[config.mk]
export PLATFORM = sky130hd
export DESIGN_NAME = clock_set_sequencer
export DESIGN_NICKNAME = d
export VERILOG_FILES = /design/src/rtl/clkset_pkg.sv /design/src/rtl/clkset_phase_step.sv /design/src/rtl/clock_set_sequencer.sv
export SDC_FILE = /design/constraint.sdc
export NUM_CORES = 1
export LEC_CHECK = 0
export ABC_CLOCK_PERIOD_IN_PS = 4000
export CAP_MARGIN = 20
export CORE_UTILIZATION = 29
export DETAILED_ROUTE_END_ITERATION = 6
export PLACE_DENSITY = 0.59
export SETUP_SLACK_MARGIN = 0.05
export SYNTH_ARGS = -nofsm -noshare
export SYNTH_HDL_FRONTEND = slang
export SYNTH_SLANG_ARGS = --single-unit
[constraint.sdc]
create_clock -name clk_i -period 4 [get_ports clk_i]
set_clock_uncertainty 0.15 [all_clocks]
set_input_delay 0.6 -clock clk_i [delete_from_list [all_inputs] [get_ports clk_i]]
set_output_delay 0.6 -clock clk_i [all_outputs]
set_load 0.02 [all_outputs]
[src/rtl/clkset_pkg.sv]
// rtl/clkset_pkg.sv - shared types, moduli and hour-index helper for the clock set sequencer
//
// Purpose : state encodings, field moduli and the 12h -> 0..23 hour index
//           mapping shared by clock_set_sequencer and clkset_phase_step.
// Contents: state_e (top FSM), sub_e (per-phase compare/advance/gap FSM),
//           MIN_MOD / HIDX_MOD / DAY_MOD, hour_index().
package clkset_pkg;

  typedef enum logic [2:0] {
    IDLE  = 3'd0,
    ENTER = 3'd1,
    MIN   = 3'd2,
    HRS   = 3'd3,
    DAY   = 3'd4,
    DONE  = 3'd5
  } state_e;

  typedef enum logic [1:0] {
    SUB_CMP = 2'd0,
    SUB_ADV = 2'd1,
    SUB_GAP = 2'd2
  } sub_e;

  localparam int MIN_MOD  = 60;
  localparam int HIDX_MOD = 24;
  localparam int DAY_MOD  = 7;

  // hrs is the 0..11 counter form (0 = displayed 12). Out-of-range feedback
  // is folded back into 0..23 so the compare never sees an impossible index.
  function automatic logic [6:0] hour_index(input logic [6:0] hrs, input logic pm);
    logic [6:0] idx;
    idx = hrs + (pm ? 7'd12 : 7'd0);
    if (idx >= 7'(HIDX_MOD)) begin
      idx = idx - 7'(HIDX_MOD);
    end
    return idx;
  endfunction

endpackage

[src/rtl/clkset_phase_step.sv]
// rtl/clkset_phase_step.sv - compare / advance / gap engine shared by the MIN, HRS and DAY phases
//
// Purpose : while active_i is high, compares the muxed field each compare
//           cycle; on mismatch requests one advance pulse followed by ADV_GAP
//           idle cycles, then compares again.
// Config  : CLKSET_TIMEOUT_EN adds a per-phase step counter; after MAX_STEPS
//           pulses without a match the next mismatching compare raises
//           timeout_o instead of another pulse.
// Ports   :
//   clk_i       in  clock
//   rst_i       in  synchronous reset, active-high
//   active_i    in  top FSM is in a phase state (MIN/HRS/DAY)
//   eq_i        in  current field equals target field
//   match_o     out compare cycle found a match (phase complete)
//   adv_next_o  out an advance pulse is issued in the next cycle
//   timeout_o   out step limit reached without a match
module clkset_phase_step
  import clkset_pkg::*;
#(
  parameter int ADV_GAP   = 0,
  parameter int MAX_STEPS = 64
) (
  input  logic clk_i,
  input  logic rst_i,
  input  logic active_i,
  input  logic eq_i,
  output logic match_o,
  output logic adv_next_o,
  output logic timeout_o
);

  sub_e        sub_q, sub_d;
  logic [15:0] gap_q, gap_d;
  logic        at_limit;

`ifdef CLKSET_TIMEOUT_EN
  logic [15:0] step_q, step_d;

  assign at_limit = (step_q >= 16'(MAX_STEPS));

  // Cleared whenever the phase is left or completes so each phase gets its
  // own budget of MAX_STEPS pulses.
  always_comb begin
    step_d = step_q;
    if (!active_i || match_o) begin
      step_d = '0;
    end else if (adv_next_o) begin
      step_d = step_q + 16'd1;
    end
  end

  always_ff @(posedge clk_i) begin
    if (rst_i) begin
      step_q <= '0;
    end else begin
      step_q <= step_d;
    end
  end
`else
  logic [31:0] unused_max_steps;
  assign unused_max_steps = 32'(MAX_STEPS);
  assign at_limit         = 1'b0;
`endif

  always_comb begin
    sub_d      = sub_q;
    gap_d      = gap_q;
    match_o    = 1'b0;
    adv_next_o = 1'b0;
    timeout_o  = 1'b0;
    if (!active_i) begin
      sub_d = SUB_CMP;
      gap_d = '0;
    end else begin
      case (sub_q)
        SUB_CMP: begin
          if (eq_i) begin
            match_o = 1'b1;
          end else if (at_limit) begin
            timeout_o = 1'b1;
          end else begin
            adv_next_o = 1'b1;
            sub_d      = SUB_ADV;
          end
        end
        SUB_ADV: begin
          if (ADV_GAP == 0) begin
            sub_d = SUB_CMP;
          end else begin
            sub_d = SUB_GAP;
            gap_d = 16'(ADV_GAP);
          end
        end
        SUB_GAP: begin
          // gap_q counts ADV_GAP..1, one idle cycle per value.
          gap_d = gap_q - 16'd1;
          if (gap_q <= 16'd1) begin
            sub_d = SUB_CMP;
          end
        end
        default: sub_d = SUB_CMP;
      endcase
    end
  end

  always_ff @(posedge clk_i) begin
    if (rst_i) begin
      sub_q <= SUB_CMP;
      gap_q <= '0;
    end else begin
      sub_q <= sub_d;
      gap_q <= gap_d;
    end
  end

endmodule

[src/rtl/clock_set_sequencer.sv]
// rtl/clock_set_sequencer.sv - drives a clock's Timeset/Alarmset and advance buttons until its time or alarm matches a target
//
// Purpose : accepts a target (time or alarm), validates it, raises the
//           matching set line and steps minutes, then hours, then day
//           (time only) with single advance pulses until the fed-back value
//           matches, then pulses done_o.
// Config  : CLKSET_TIMEOUT_EN enables the per-phase MAX_STEPS timeout (err_o).
// Ports   :
//   clk_i        in  clock, same as the clock counters' Pulse
//   rst_i        in  synchronous reset, active-high
//   start_i      in  one-cycle request, honoured only when idle
//   tgt_alarm_i  in  0 = set time, 1 = set alarm (day phase skipped)
//   tgt_hrs_i    in  target hour 1..12
//   tgt_min_i    in  target minute 0..59
//   tgt_pm_i     in  target PM flag
//   tgt_day_i    in  target day 0..6
//   cur_hrs_i    in  fed-back hour counter 0..11 (0 = displayed 12)
//   cur_min_i    in  fed-back minute counter
//   cur_pm_i     in  fed-back PM flag
//   cur_day_i    in  fed-back day counter
//   timeset_o    out clock Timeset button
//   alarmset_o   out clock Alarmset button
//   minadv_o     out minute advance pulse
//   hrsadv_o     out hour advance pulse
//   dayadv_o     out day advance pulse
//   busy_o       out high whenever not idle
//   done_o       out one-cycle completion pulse
//   err_o        out one-cycle error pulse (invalid target or timeout)
module clock_set_sequencer
  import clkset_pkg::*;
#(
  parameter int ADV_GAP   = 0,
  parameter int MAX_STEPS = 64
) (
  input  logic       clk_i,
  input  logic       rst_i,
  input  logic       start_i,
  input  logic       tgt_alarm_i,
  input  logic [3:0] tgt_hrs_i,
  input  logic [5:0] tgt_min_i,
  input  logic       tgt_pm_i,
  input  logic [2:0] tgt_day_i,
  input  logic [6:0] cur_hrs_i,
  input  logic [6:0] cur_min_i,
  input  logic       cur_pm_i,
  input  logic [2:0] cur_day_i,
  output logic       timeset_o,
  output logic       alarmset_o,
  output logic       minadv_o,
  output logic       hrsadv_o,
  output logic       dayadv_o,
  output logic       busy_o,
  output logic       done_o,
  output logic       err_o
);

  state_e     state_q, state_d;
  logic       tgt_alarm_q, tgt_alarm_d;
  logic [5:0] tgt_min_q, tgt_min_d;
  logic [6:0] tgt_hidx_q, tgt_hidx_d;
  logic [2:0] tgt_day_q, tgt_day_d;

  logic timeset_q, timeset_d;
  logic alarmset_q, alarmset_d;
  logic minadv_q, minadv_d;
  logic hrsadv_q, hrsadv_d;
  logic dayadv_q, dayadv_d;
  logic busy_q, busy_d;
  logic done_q, done_d;
  logic err_q, err_d;

  logic tgt_valid;
  logic phase_active;
  logic field_eq;
  logic step_match;
  logic step_adv_next;
  logic step_timeout;
  logic set_on;

  assign tgt_valid = (tgt_hrs_i >= 4'd1) && (tgt_hrs_i <= 4'd12) &&
                     (int'(tgt_min_i) < MIN_MOD) && (int'(tgt_day_i) < DAY_MOD);

  assign phase_active = (state_q == MIN) || (state_q == HRS) || (state_q == DAY);

  // Field mux feeding the single shared step engine; cur_* is re-read on
  // every compare so extra carries from the clock are simply absorbed.
  always_comb begin
    field_eq = 1'b0;
    case (state_q)
      MIN:     field_eq = (cur_min_i == {1'b0, tgt_min_q});
      HRS:     field_eq = (hour_index(cur_hrs_i, cur_pm_i) == tgt_hidx_q);
      DAY:     field_eq = (cur_day_i == tgt_day_q);
      default: field_eq = 1'b0;
    endcase
  end

  clkset_phase_step #(
    .ADV_GAP   (ADV_GAP),
    .MAX_STEPS (MAX_STEPS)
  ) u_step (
    .clk_i      (clk_i),
    .rst_i      (rst_i),
    .active_i   (phase_active),
    .eq_i       (field_eq),
    .match_o    (step_match),
    .adv_next_o (step_adv_next),
    .timeout_o  (step_timeout)
  );

  always_comb begin
    state_d     = state_q;
    tgt_alarm_d = tgt_alarm_q;
    tgt_min_d   = tgt_min_q;
    tgt_hidx_d  = tgt_hidx_q;
    tgt_day_d   = tgt_day_q;
    err_d       = 1'b0;
    case (state_q)
      IDLE: begin
        if (start_i) begin
          if (tgt_valid) begin
            state_d     = ENTER;
            tgt_alarm_d = tgt_alarm_i;
            tgt_min_d   = tgt_min_i;
            // Displayed 12 is counter value 0.
            tgt_hidx_d  = hour_index((tgt_hrs_i == 4'd12) ? 7'd0 : {3'b000, tgt_hrs_i},
                                     tgt_pm_i);
            tgt_day_d   = tgt_day_i;
          end else begin
            err_d = 1'b1;
          end
        end
      end
      ENTER: state_d = MIN;
      MIN: begin
        if (step_timeout) begin
          state_d = IDLE;
          err_d   = 1'b1;
        end else if (step_match) begin
          state_d = HRS;
        end
      end
      HRS: begin
        if (step_timeout) begin
          state_d = IDLE;
          err_d   = 1'b1;
        end else if (step_match) begin
          state_d = tgt_alarm_q ? DONE : DAY;
        end
      end
      DAY: begin
        if (step_timeout) begin
          state_d = IDLE;
          err_d   = 1'b1;
        end else if (step_match) begin
          state_d = DONE;
        end
      end
      DONE:    state_d = IDLE;
      default: state_d = IDLE;
    endcase
  end

  // Outputs are decoded from the next state so they appear registered and
  // aligned with the state they describe.
  always_comb begin
    set_on     = (state_d == ENTER) || (state_d == MIN) ||
                 (state_d == HRS)   || (state_d == DAY);
    timeset_d  = set_on && !tgt_alarm_d;
    alarmset_d = set_on && tgt_alarm_d;
    minadv_d   = (state_q == MIN) && step_adv_next;
    hrsadv_d   = (state_q == HRS) && step_adv_next;
    dayadv_d   = (state_q == DAY) && step_adv_next;
    busy_d     = (state_d != IDLE);
    done_d     = (state_d == DONE);
  end

  always_ff @(posedge clk_i) begin
    if (rst_i) begin
      state_q     <= IDLE;
      tgt_alarm_q <= 1'b0;
      tgt_min_q   <= '0;
      tgt_hidx_q  <= '0;
      tgt_day_q   <= '0;
      timeset_q   <= 1'b0;
      alarmset_q  <= 1'b0;
      minadv_q    <= 1'b0;
      hrsadv_q    <= 1'b0;
      dayadv_q    <= 1'b0;
      busy_q      <= 1'b0;
      done_q      <= 1'b0;
      err_q       <= 1'b0;
    end else begin
      state_q     <= state_d;
      tgt_alarm_q <= tgt_alarm_d;
      tgt_min_q   <= tgt_min_d;
      tgt_hidx_q  <= tgt_hidx_d;
      tgt_day_q   <= tgt_day_d;
      timeset_q   <= timeset_d;
      alarmset_q  <= alarmset_d;
      minadv_q    <= minadv_d;
      hrsadv_q    <= hrsadv_d;
      dayadv_q    <= dayadv_d;
      busy_q      <= busy_d;
      done_q      <= done_d;
      err_q       <= err_d;
    end
  end

  assign timeset_o  = timeset_q;
  assign alarmset_o = alarmset_q;
  assign minadv_o   = minadv_q;
  assign hrsadv_o   = hrsadv_q;
  assign dayadv_o   = dayadv_q;
  assign busy_o     = busy_q;
  assign done_o     = done_q;
  assign err_o      = err_q;

endmodule

==> flow_metrics.py, run 1 <==
# Metrics from the implementation run
metrics = {
    "run_status": {
        "status": "finished, final reports clean",
    },
    "power": {
        "swShare": 0.278,
        "combPwrFrac": 0.278,
        "p_leak_nw": 0.798,
        "p_switching_w": 0.000176,
        "power_w": 0.000633,
        "power.internal_w": 0.000457,
    },
    "clock_network": {
        "ctsHoldBuffers": 0,
        "cts_tree": "built",
        "clk_pin_slew_ns": 0.09,
        "cts_max_level": 1,
        "clock-sinks": 28,
        "insertion_delay_ns": 0.27,
        "clockRootBuffer": "clkbuf_8",
        "clock_path_buffers": 2,
        "post_cts_buffers": 0,
    },
    "worst_setup_path": {
        "worstPathArrival_ns": 3.68,
        "start_kind": "input pin",
        "regToRegStartpoint": "state_q[0]",
        "end_kind": "flop",
        "cp_max_fo": 5,
        "worstRegToRegCells": 7,
    },
    "timing": {
        "fin_tns_setup_ns": 0,
        "hold_violations": 0,
        "setup_ws_ns": 0.345,
        "setup_viol": 0,
        "rsz0062_at_grt": "false",
        "max_freq_mhz": 274,
        "drv_slew": 0,
        "slew_headroom": 0.404,
        "timing.hold.ws_ns": 0.320,
    },
    "yosys": {
        "mux_area_frac": 0.0996,
        "topCellsByArea": "dfxtp_1, mux2i_1, nor2_1",
        "ff_type": "dfxtp_1",
        "ys_seq_frac": 0.349,
        "synthDominantCellAreaShare": 0.349,
        "most_common_cell": "dfxtp_1",
        "yosysUniqueCellTypes": 47,
        "ys_sh_aoi": 0.136,
        "yosysWarnings": 0,
        "yosys_cells": 170,
        "common_cells": "dfxtp_1, nor2_1, mux2i_1, nand2_1",
        "synth.cell_area_mm2": 0.00161,
        "synth.cellmix.xorXnorShare": 0.0973,
        "yosys_register_bits": 28,
        "async_flop_share": 0,
        "topCombFamilyByArea": "simple AND/OR/NAND/NOR gates",
        "floorplan.nets": 212,
    },
    "worst_hold_path": {
        "hp-class": "reg -> reg",
        "holdCritStartpoint": "tgt_hidx_q[3]",
        "hold_path_end": "tgt_hidx_q[3]",
        "hold_path_depth": 2,
    },
    "layout": {
        "final_nets": 260,
        "layout-drive-gt1-share": 0.106,
        "area_growth_pct": 35.3,
        "n_antenna_cell": 0,
        "final_cells": 286,
        "nFillCells": 520,
    },
    "drt": {
        "drtPass1Iterations": 4,
        "ant_nets": 0,
        "wl_um": 3370,
        "drt_iter0_drc": 101,
        "vias": 1352,
    },
    "place": {
        "dp_hpwl_um": 2720,
        "dp.cells": 283,
        "dp_slack_ns": 0.0582,
        "port_buffers": 43,
        "place.gp.congestion": 0.836,
    },
    "flow_run": {
        "drv_cap": 0,
        "warnings": 26,
    },
    "global_routing": {
        "grt_first_pass_wirelength_um": 5810,
        "grtUsageTotal": 0.123,
        "grt_pass1_vias": 1300,
        "antenna_found_initial": 0,
        "grt_overflow_total": 0,
    },
    "floorplan": {
        "die_w_um": 76.5,
        "io_pins": 44,
        "initial_core_util": 0.307,
        "die_h_um": 76.5,
        "dieArea_mm2": 0.00585,
    },
}
## run 1: area by class of cell
type | instances | area [um2] | share of cell area
clock buffer | 3 | 41.3 | 0.0190
tap | 70 | 87.6 | 0.0403
sequential | 28 | 561 | 0.258
multi-input combinational | 132 | 1000 | 0.459
inverter | 5 | 18.8 | 0.00863
timing repair buffer | 48 | 468 | 0.215
## run 1: sequential cells by signal, indices dropped and copies added (netlist names)
name / count
dayadv_o: 1
state_q: 3
u_step.sub_q: 1
done_o: 1
busy_o: 1
minadv_o: 1
tgt_hidx_q: 6
alarmset_o: 1
tgt_min_q: 6
tgt_alarm_q: 1
timeset_o: 1
tgt_day_q: 3
err_o: 1
hrsadv_o: 1
## run 1: cells by family after synthesis
group                    count (synthesis)
AND/OR/NAND/NOR                         67
flip-flops                              28
AND-OR/OR-AND                           26
XOR/XNOR                                17
multiplexers                            16
buffers and inverters                   10
adder cells (fa/ha/maj)                  6
## run 1: worst max path at each step
stage | startpoint | endpoint | slack (ns) | depth (start not counted)
2_1_floorplan | cur_hrs_i[2] | done_o | 0.62 | 11
4_1_cts | cur_hrs_i[2] | done_o | 0.34 | 12
5_1_grt | cur_pm_i | done_o | 0.17 | 12
6_report | cur_pm_i | done_o | 0.34 | 12
3_5_place_dp | cur_hrs_i[2] | done_o | 0.06 | 12
3_3_place_gp | cur_pm_i | done_o | 0.16 | 12
## run 1: cells in the final DEF, fill, tap and decap left out, types with 2 or more instances in the layout
cell	n
dfxtp_1	28
nand4_1	2
a31oi_1	2
clkbuf_8	3
and3_1	3
nand2_1	13
xor2_1	8
o31ai_1	2
inv_1	5
xnor2_1	8
fa_1	2
or4_1	2
nand2b_1	2
nand3b_1	3
nor4_1	3
o21ai_0	3
nand3_1	6
ha_1	4
a311o_1	2
buf_4	5
mux2i_1	16
nor2_1	21
nor3_1	3
a21boi_0	2
clkdlybuf4s50_1	43
a21oi_1	3
nor3_2	2
## run 1: through the flow
stage	cell area, um2	util
2_1_floorplan	1610	-
3_3_place_gp	2130	0.408
3_5_place_dp	2130	0.408
4_1_cts	2180	0.415
5_1_grt	2180	0.415
6_report	2180	0.415
## run 1: layer usage
metal / wire length [um] / share of wire / vias to the layer above / GRT usage
li1: - / - / 701 / -
met1: 1610 / 0.48 / 612 / 0.159
met2: 1560 / 0.46 / 35 / 0.199
met3: 182 / 0.054 / 4 / 0.0347
met4: 27 / 0.0080 / 0 / 0.0365
met5: 0 / 0 / - / 0
## run 1: power groups by stage
stage | logic (W) | clock network, W | registers [W]
5_1_grt | 0.000195 | 0.000170 | 0.000309
6_report | 0.000176 | 0.000150 | 0.000307
3_5_place_dp | 0.000177 | 0 | 0.000314
2_1_floorplan | 0.000105 | 0 | 0.000314
3_3_place_gp | 0.000175 | 0 | 0.000314
4_1_cts | 0.000177 | 0.000158 | 0.000307
## run 1: worst max-delay path: stages
cell and delay, ns:
clkdlybuf4s50_1 0.43, ha_1 0.23, fa_1 0.44, xor2_2 0.20
ha_1 0.24, a311o_1 0.28, o21ai_1 0.10, nand3_1 0.11
mux2i_1 0.30, a31oi_4 0.16, a211o_2 0.35, a311oi_2 0.23
**Run 1: wires at chosen ports, followed through buffers**

(4 px per um)
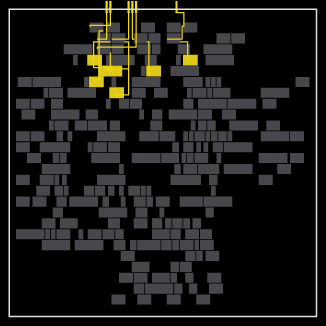
| colour | port | bits | direction | end cells | buffers | wire |
|---|---|---|---|---|---|---|
| yellow | tgt_min_i | 6 | input | 7 | 6 | 142 um |

**Run 1: routed clock nets over the placement**

(6 px per um)
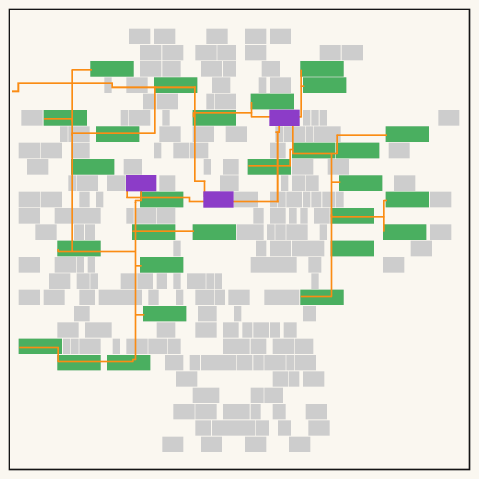
[green] flip-flops | count: 28
[purple] cells driving clock nets | count: 3
[orange] clock wires | length: 343 um
routed clock nets: 4

**Run 1: clock nets**

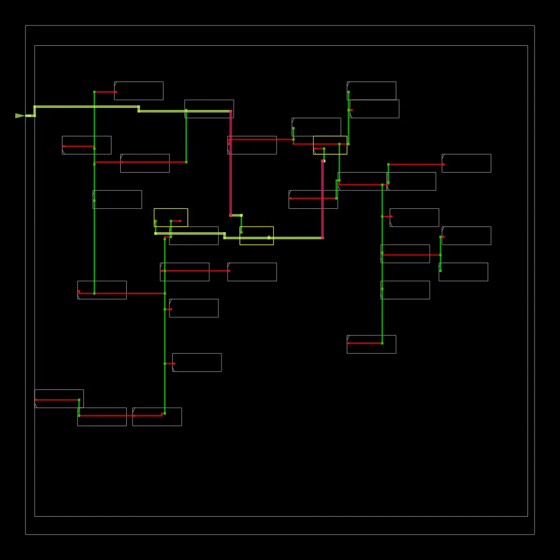
total CTS buffers: 3
Flops: 28

==> run 2, diff against run 1 <==
- SLEW_MARGIN: default -> 20
**Run 2: clock nets**

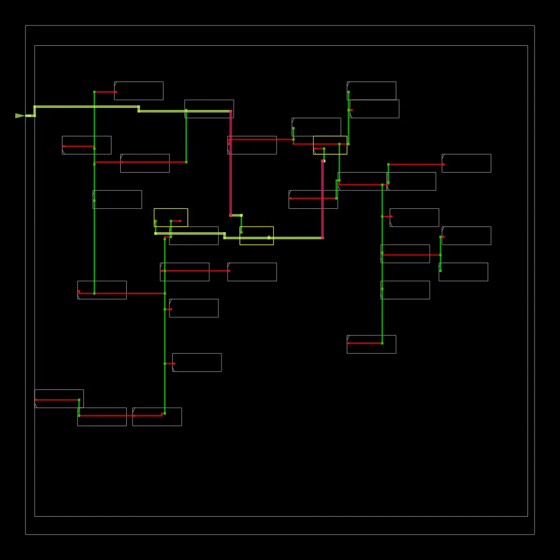
Clk. pwr: 0.000150 W
Sinks on Clock Net: 28

==> run 2 against run 1 <==
  * Combinational power hardly changed
  * Via count unchanged
  * Die size stayed put
  * First-iteration DRC count is the same
  * Critical path depth stayed put
  * Clock power is essentially flat
  * Flip-flop count stayed put
  * Routed wire length unchanged
  * Synthesized cell count unchanged
  * Largest power group unchanged
==> flow_metrics.py, run 2 <==
# Metrics from the implementation run
metrics = {
    "clock_network": {
        "cts_tree": "built",
        "clockRootBuffer": "clkbuf_8",
        "clock_path_buffers": 2,
        "clk_pin_slew_ns": 0.09,
        "cts_resized": 0,
        "cts_max_level": 1,
        "post_cts_buffers": 0,
        "cts_made_buffers": 3,
        "ctsHoldBuffers": 0,
        "insertion_delay_ns": 0.27,
    },
    "floorplan": {
        "initial_core_util": 0.307,
        "die_h_um": 76.5,
        "coreArea_mm2": 0.00524,
        "io_pins": 44,
        "die_w_um": 76.5,
        "dieArea_mm2": 0.00585,
    },
    "place": {
        "dp_slack_ns": 0.0582,
        "dp_hpwl_um": 2720,
        "place.gp.congestion": 0.836,
        "port_buffers": 43,
    },
    "flow_run": {
        "warnings": 26,
        "drv_cap": 0,
    },
    "power": {
        "p_leak_nw": 0.798,
        "ir_drop_mv": 0.180,
    },
    "run_status": {
        "status": "finished, final reports clean",
    },
    "timing": {
        "fin_tns_setup_ns": 0,
        "setup_viol": 0,
        "rsz0062_at_grt": "false",
        "drv_slew": 0,
        "setup_ws_ns": 0.345,
        "max_freq_mhz": 274,
        "min_period_ns": 3.66,
        "hold_violations": 0,
        "timing.hold.ws_ns": 0.320,
    },
    "global_routing": {
        "antenna_found_initial": 0,
        "grt_max_degree": 22,
        "grtUsageTotal": 0.123,
        "grt_overflow_total": 0,
        "grt_first_pass_wirelength_um": 5810,
        "grt_pass1_vias": 1300,
    },
    "worst_setup_path": {
        "cp_max_fo": 5,
        "start_kind": "input pin",
        "worstPathArrival_ns": 3.68,
        "cp.required_ns": 4.03,
        "end_kind": "flop",
        "critPathLaunch": "cur_pm_i",
        "path_common_cell": "ha_1",
        "crit_slowest_cell": "fa_1",
        "worstPathCellList": "clkdlybuf4s50_1 -> ha_1 -> fa_1 -> xor2_2 -> ha_1 -> a311o_1 -> o21ai_1 -> nand3_1 -> mux2i_1 -> a31oi_4 -> a211o_2 -> a311oi_2",
        "regToRegStartpoint": "state_q[0]",
        "slowest_delay_ns": 0.44,
    },
    "worst_hold_path": {
        "hp-class": "reg -> reg",
        "holdCritStartpoint": "tgt_hidx_q[3]",
    },
    "layout": {
        "mostFrequentLayoutCell": "clkdlybuf4s50_1",
        "final_nets": 260,
        "area_growth_pct": 35.3,
        "n_antenna_cell": 0,
        "final_cell_mix": "clkdlybuf4s50_1, dfxtp_1, nor2_1",
        "layout-drive-gt1-share": 0.106,
        "reg_top3": "tgt_hidx_q: 6 flops, tgt_min_q: 6 flops",
        "nFillCells": 520,
    },
    "yosys": {
        "ff_type": "dfxtp_1",
        "async_flop_share": 0,
        "yosysUniqueCellTypes": 47,
        "common_cells": "dfxtp_1, nor2_1, mux2i_1, nand2_1",
        "ys_seq_frac": 0.349,
        "ys_chip_area_mm2": 0.00161,
        "yosys_register_bits": 28,
        "yosys_cells": 170,
        "floorplan.nets": 212,
        "synth.cell_area_mm2": 0.00161,
        "most_common_cell": "dfxtp_1",
        "yosysWarnings": 0,
        "synthDominantCellAreaShare": 0.349,
        "topCellsByArea": "dfxtp_1, mux2i_1, nor2_1",
    },
    "drt": {
        "drt_iter0_drc": 101,
        "vias": 1352,
        "drtPass1Iterations": 4,
        "wl_um": 3370,
        "ant_nets": 0,
    },
}
**Run 2: routed clock nets over the placement**

(6 px per um)
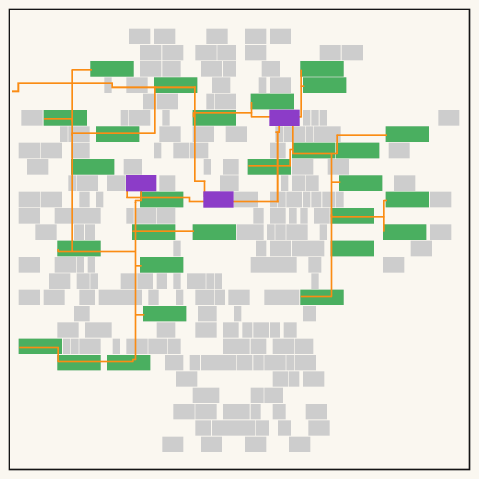
[green] flip-flops | count: 28
[orange] clock wires | length: 343 um
[purple] cells driving clock nets | count: 3
routed clock nets: 4

-- run 2: cell counts after synthesis --
No cell type changed its count.
-- run 2: report_power, final --
| part | switching (W) | total, W | internal [W] |
|---|---|---|---|
| registers | 0.0000127 | 0.000307 | 0.000294 |
| logic | 0.0000808 | 0.000176 | 0.0000950 |
| clock network | 0.0000823 | 0.000150 | 0.0000676 |
-- run 2: worst max-delay path, delay by kind of cell --
| family | cells | cell delay [ns] |
|---|---|---|
| XOR/XNOR | 1 | 0.20 |
| AND-OR/OR-AND | 5 | 1.12 |
| buffers and inverters | 1 | 0.43 |
| multiplexers | 1 | 0.30 |
| AND/OR/NAND/NOR | 1 | 0.11 |
| adder cells (fa/ha/maj) | 3 | 0.91 |
-- run 2: path summary, 6_finish.rpt --
path / end / slack (ns) / cells after the start
max reg2reg: done_o / 1.49 / 7
min: tgt_hidx_q[3] / 0.32 / 2
min reg2reg: tgt_hidx_q[3] / 0.32 / 2
max: done_o / 0.34 / 12
-- run 2: cells by family (layout without fill, tap and decap cells) --
family / count (synthesis) / count (layout) / share of synthesized area
simple gates: 67 / 67 / 0.233
flops: 28 / 28 / 0.349
compound gates: 26 / 26 / 0.136
xor+xnor: 17 / 17 / 0.0973
mux: 16 / 16 / 0.0996
buf+inv: 10 / 56 / 0.0296
fa+ha+maj: 6 / 6 / 0.0560
-- run 2: stage by stage --
step                      power (W)  std cells  area [um2]   util
after floorplan            0.000419        170        1610      -
after global placement     0.000489        283        2130  0.408
after detailed placement   0.000490        283        2130  0.408
after CTS                  0.000642        286        2180  0.415
after global routing       0.000675        286        2180  0.415
final                      0.000633        286        2180  0.415
-- run 2: cell type report --
cell class              count  area [um2]  share of cell area
multi-input cells         132        1000               0.459
flip-flops and latches     28         561               0.258
repair buffers             48         468               0.215
well taps                  70        87.6              0.0403
clock buffers               3        41.3              0.0190
inverters                   5        18.8             0.00863
-- run 2: routing by layer --
layer	global-route usage	vias to the layer above	part of all wire
li1	-	701	-
met1	0.159	612	0.48
met2	0.199	35	0.46
met3	0.0347	4	0.054
met4	0.0365	0	0.0080
met5	0	-	0
Power and IR drop assume default switching activity.
